### Signal wires on met1, run 1

Supply wires on this layer in gray.
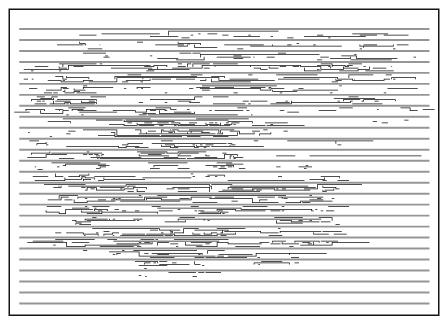
### M2 wires, run 1

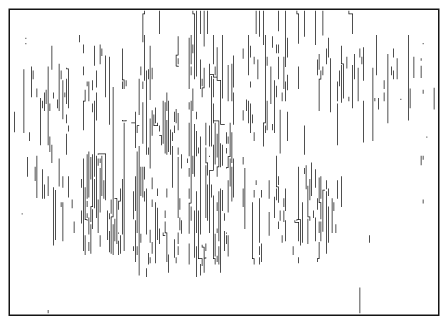
### Metal 3, run 1

Bar = 20 µm.
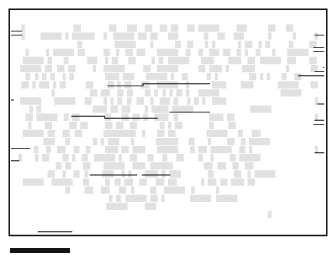
==> config.mk <==
export PLATFORM = sky130hd
export DESIGN_NAME = pll_reconfig_ctrl_flat
export DESIGN_NICKNAME = d
export VERILOG_FILES = /design/src/rtl/pll_ctrl_pkg.sv /design/src/rtl/pll_reconfig_ctrl_if.sv /design/src/rtl/sync2.sv /design/src/rtl/pll_reconfig_ctrl.sv /design/src/flat_wrapper.sv
export SDC_FILE = /design/constraint.sdc
export NUM_CORES = 1
export LEC_CHECK = 0
export CAP_MARGIN = 30
export CELL_PAD_IN_SITES_DETAIL_PLACEMENT = 1
export CELL_PAD_IN_SITES_GLOBAL_PLACEMENT = 2
export CORE_ASPECT_RATIO = 0.7
export CORE_MARGIN = 2
export CORE_UTILIZATION = 28
export DETAILED_ROUTE_END_ITERATION = 16
export GPL_TIMING_DRIVEN = 1
export PLACE_DENSITY = 0.81
export SLEW_MARGIN = 20
export SYNTH_ARGS = -nofsm -noshare
export SYNTH_HDL_FRONTEND = slang
export SYNTH_SLANG_ARGS = --single-unit
==> constraint.sdc <==
create_clock -name clk -period 2.1 [get_ports clk]
set_clock_uncertainty 0.05 [all_clocks]
set_input_delay 0.315 -clock clk [delete_from_list [all_inputs] [get_ports clk]]
set_output_delay 0.315 -clock clk [all_outputs]
set_load 0.1 [all_outputs]
==> results_dict.tcl, run 1 <==
# metrics dict for downstream scripts
set metrics [dict create \
    run_status "finished, final reports clean" \
    dpl.hpwl_mm 4.46 \
    power_switching_share 0.265 \
    post_route_design_area_um2 2650 \
    final_core_utilization 0.383 \
    worst_skew_pair.late_latency_ns 0.29 \
    layout_top_cells_excl_fill_tap "buf_4 (49), dfxtp_1 (38), nor2_1 (32)" \
    worstSetupPathType "reg2reg" \
    detail_route.drc_violations 0 \
    wirelength_met1_mm 3.08 \
    drv.max_cap_violation_count 0 \
    placement_rows 25 \
    synth-xor-area-share 0.0386 \
    finalClockPeriodUsage 0.993 \
    clock_sink_count 39 \
    cts_root_buf "clkbuf_8" \
    cts_buffers 5 \
    max_reg_flops 16 \
    unrepaired_setup_endpoints_after_global_routing "yes" \
    post_synth_num_cell_types 44 \
    ys_sh_adder 0.0429 \
    floorplan.core_util 0.295 \
    seq_cell_power_mw 0.756 \
    final_period_minus_worst_setup_slack_ns 2.08 \
    vias_per_cell 4.76 \
    worstPathMaxFanout 6 \
    core-area_um2 6910 \
    timing.hold.worst_path_depth 1 \
    antenna_violations_before_repair 0 \
    critical_path_endpoint_category "flip-flop" \
    area.growth.synth_to_final_pct 29.9 \
    yosys_warnings 0 \
    setup_viol 0 \
]
Back to the opening pictures, 'Signal wires on met1':
main direction: horizontal
share of all routed wire: 53%
total length of routed wires: 5.81 mm
detailed-route via count: 1858

Back to the opening pictures, 'M2 wires':
share of all routed wire: 43%
wire length on this layer: 2520 µm
met2 layer usage reported by global route: 0.222

Back to the opening pictures, 'Metal 3':
main direction: horizontal
wire length on this layer: 163 µm
nets with wire on the layer: 19
met3 global-route usage: 0.0334

-- run 1: layout make-up --
class                           instances  area share
Multi-Input combinational cell        183       0.436
Sequential cell                        39       0.295
Timing Repair Buffer                   56       0.166
Tap cell                               94      0.0444
Clock buffer                            6      0.0312
Inverter                               10      0.0142
Clock inverter                          2      0.0132
-- run 1: worst max-delay path, cell delays in order, from the launching register on --
cell,delay (ns)
dfxtp_1,0.31
or4_4,0.58
nor4_4,0.40
a21oi_4,0.13
buf_6,0.16
nor2_8,0.18
a21oi_1,0.08
o21ai_1,0.12
-- run 1: repair_timing --
action,4_1_cts,5_1_grt
gates cloned,1,0
resized,4,7
setup endpoints to repair,11,15
setup buffers,0,1
pin swaps,2,19
hold buffers,0,0
### Clock wiring as the flow saved it, run 1

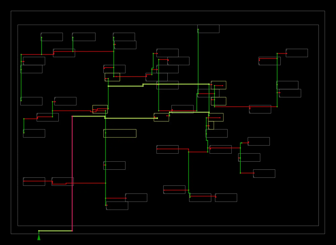

--- run 2 (diff from run 1) ---
--- a/config.mk
+++ b/config.mk
@@ -8,7 +8,7 @@
 export CAP_MARGIN = 30
 export CELL_PAD_IN_SITES_DETAIL_PLACEMENT = 1
 export CELL_PAD_IN_SITES_GLOBAL_PLACEMENT = 2
-export CORE_ASPECT_RATIO = 0.7
+export CORE_ASPECT_RATIO = 0.9
 export CORE_MARGIN = 2
 export CORE_UTILIZATION = 28
 export DETAILED_ROUTE_END_ITERATION = 16
### Clock wiring as the flow saved it, run 2

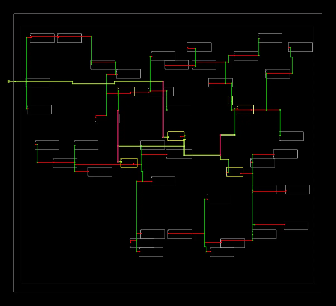
clock network power: 0.480 mW
clock tree sinks: 39
flip-flops: 39

### Signal wires on met1, run 2

Supply wires on this layer in gray.
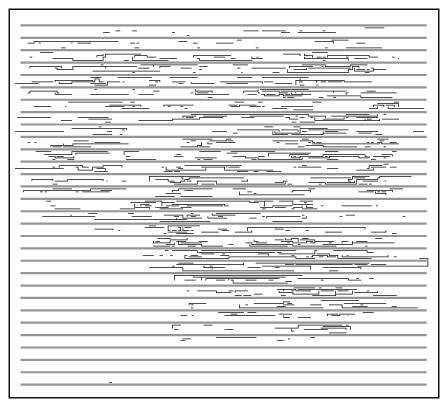
nets with wire on the layer: 274
longest straight run: 28.1 µm
detailed-route via count: 1917
total length of routed wires: 5.56 mm
global-route track usage on met1: 0.187

==> run 2 against run 1 <==
Die size shrank 0.12%. Highest routed layer unchanged. Fmax increased by 2.0%. Critical path type unchanged. Critical endpoint unchanged. Final cell count decreased by 0.51%. Clock power down 27%. Setup slack better by 0.040 ns.
==> results_dict.tcl, run 2 <==
# metrics dict for downstream scripts
set metrics [dict create \
    detail_route.drc_violations 0 \
    clock_buffers 6 \
    inv_count 10 \
    final_layout_non_clock_buffer_area_share 0.170 \
    vias_per_cell 4.94 \
    core-area_um2 7040 \
    crit_path_max_incr_delay_ns 0.57 \
    area.growth.synth_to_final_pct 28.7 \
    cts_root_buf "clkbuf_8" \
    crit_cells 7 \
    yosys_warnings 0 \
    area.share.combinational 0.445 \
    setup_viol 0 \
    run_status "finished, final reports clean" \
    seq_share 0.298 \
    floorplan.core_util 0.290 \
    final_period_minus_worst_setup_slack_ns 2.04 \
    layout_top_cells_excl_fill_tap "buf_4 (50), dfxtp_1 (37), nor2_1 (32)" \
    ctsResizeCount 3 \
    cpMaxStageDelayCell "or4_4" \
    logic_gates 183 \
    grt_use_met2 0.245 \
    path_delay_family "simple AND/OR/NAND/NOR gates" \
    final_core_utilization 0.373 \
    unrepaired_setup_endpoints_after_global_routing "yes" \
    post_route_design_area_um2 2630 \
    worstSetupPathType "reg2reg" \
    timing.hold.worst_path_depth 1 \
    post_synth_num_cell_types 44 \
    wirelength_met1_mm 2.64 \
    dpl.hpwl_mm 4.11 \
    antenna_violations_before_repair 0 \
    finalClockPeriodUsage 0.974 \
    placement_rows 29 \
    worst_skew_pair.late_latency_ns 0.29 \
    cts_setup_buffers 1 \
    final.signal_buffer_count 57 \
    critical_path_endpoint_category "flip-flop" \
    cts_buffers 5 \
    drv.max_cap_violation_count 0 \
    worstPathMaxFanout 6 \
    clock_area_frac 0.0276 \
]
run 2: cell counts after synthesis:
No cell type changed its count.
run 2: logic make-up (layout without fill, tap and decap cells):
family / after synthesis / count (layout) / share of synthesized area
AND/OR/NAND/NOR: 111 / 112 / 0.313
AND-OR/OR-AND: 46 / 46 / 0.140
flip-flops: 39 / 39 / 0.383
buffers and inverters: 30 / 73 / 0.0791
XOR/XNOR: 9 / 9 / 0.0386
adder cells (fa/ha/maj): 7 / 7 / 0.0429
other: 2 / 9 / 0.00368
run 2: power breakdown:
part	switching (mW)	leakage, nW	internal [mW]
registers	0.0104	0.316	0.748
logic	0.135	0.722	0.0460
clock network	0.258	0.0371	0.222
total	0.403	1.08	1.02
### M2 wires, run 2

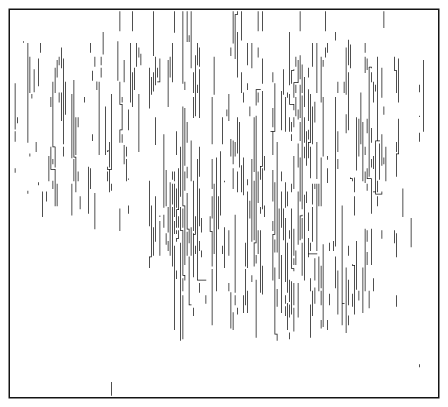

--- run 3 (diff from run 2) ---
--- a/config.mk
+++ b/config.mk
@@ -18,3 +18,4 @@
 export SYNTH_ARGS = -nofsm -noshare
 export SYNTH_HDL_FRONTEND = slang
 export SYNTH_SLANG_ARGS = --single-unit
+export TNS_END_PERCENT = 50
### M2 wires, run 3

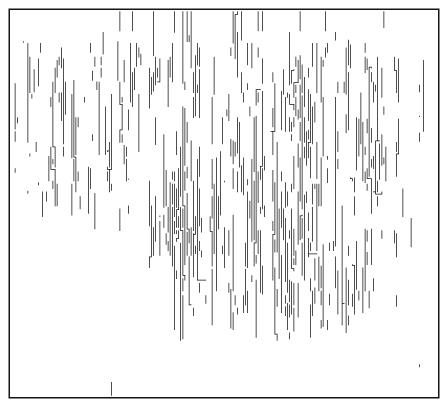
longest straight run: 32.6 µm
main direction: vertical
nets with wire on the layer: 282
share of all routed wire: 49%
met2 layer usage reported by global route: 0.245

==> run 3 against run 2 <==
Cell area did not move. Die size is the same. Clock-buffer cell count is the same. Power stayed put. Global-route usage is the same. Combinational power hardly changed. Setup slack barely moved. Final cell count unchanged. Largest cell class unchanged. Highest routed layer unchanged.
==> results_dict.tcl, run 3 <==
# metrics dict for downstream scripts
set metrics [dict create \
    run_status "finished, final reports clean" \
    core-area_um2 7040 \
    final_layout_non_clock_buffer_area_share 0.170 \
    inv_count 10 \
    layout_top_cells_excl_fill_tap "buf_4 (50), dfxtp_1 (37), nor2_1 (32)" \
    cts_buffers 5 \
    placement_rows 29 \
    final_core_utilization 0.373 \
    crit_cells 7 \
    crit_path_max_incr_delay_ns 0.57 \
    finalClockPeriodUsage 0.974 \
    clock_area_frac 0.0276 \
    antenna_cells_inserted 0 \
    worstPathMaxFanout 6 \
    timing.hold.worst_path_depth 1 \
    clock_sink_count 39 \
    clock_buffers 6 \
    post_route_design_area_um2 2630 \
    ctsResizeCount 3 \
    setup_viol 0 \
    finalWirelength_mm 5.56 \
    routed-via-count 1917 \
    area.share.combinational 0.445 \
    logic_gates 183 \
    dpl.hpwl_mm 4.11 \
    yosys_warnings 0 \
    final_period_minus_worst_setup_slack_ns 2.04 \
    seq_share 0.298 \
    area.growth.synth_to_final_pct 28.7 \
    post_synth_num_cell_types 44 \
    wirelength_met1_mm 2.64 \
    layout.sequential_cells 39 \
    final.signal_buffer_count 57 \
    cpMaxStageDelayCell "or4_4" \
    unrepaired_setup_endpoints_after_global_routing "yes" \
    drv.max_cap_violation_count 0 \
    top_level_ports 34 \
    cts_setup_buffers 1 \
    cts_root_buf "clkbuf_8" \
    critical_path_endpoint_category "flip-flop" \
    floorplan.core_util 0.290 \
    global_route_track_usage_on_met1 0.187 \
    num_tap_cells 93 \
]
### Signal wires on met1, run 3

Supply wires on this layer in gray.
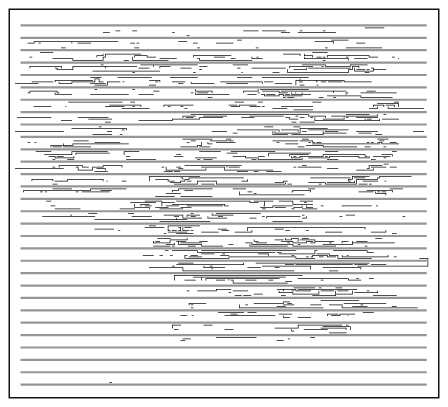
nets with wire on the layer: 274
longest straight run: 28.1 µm
share of all routed wire: 47%
main direction: horizontal
wire length on this layer: 2640 µm

## run 3: cell counts in the layout (fill, tap and decap cells not counted)
No cell type changed its count.
## run 3: cells by family after synthesis
group                      synth area share
and+or+nand+nor                       0.313
AOI/OAI and AO/OA                     0.140
DFF                                   0.383
buffers and inverters                0.0791
xor gates and xnor gates             0.0386
adders and majority gates            0.0429
other                               0.00368
## run 3: worst reg2reg max path, stage by stage, from the launching register on
cell and delay (ns):
dfxtp_1 0.32, or4_4 0.57, nor4_4 0.36, a21oi_4 0.14
buf_6 0.16, nor2_8 0.18, a21oi_1 0.07, o21ai_1 0.13
## run 3: where the power goes
group / leakage [nW] / internal (mW) / switching [mW]
combinational: 0.724 / 0.0460 / 0.135
sequential: 0.316 / 0.748 / 0.0104
clock: 0.0371 / 0.222 / 0.258
total: 1.08 / 1.02 / 0.403
Power figures rest on the tool's default switching activity, not on a simulated workload.
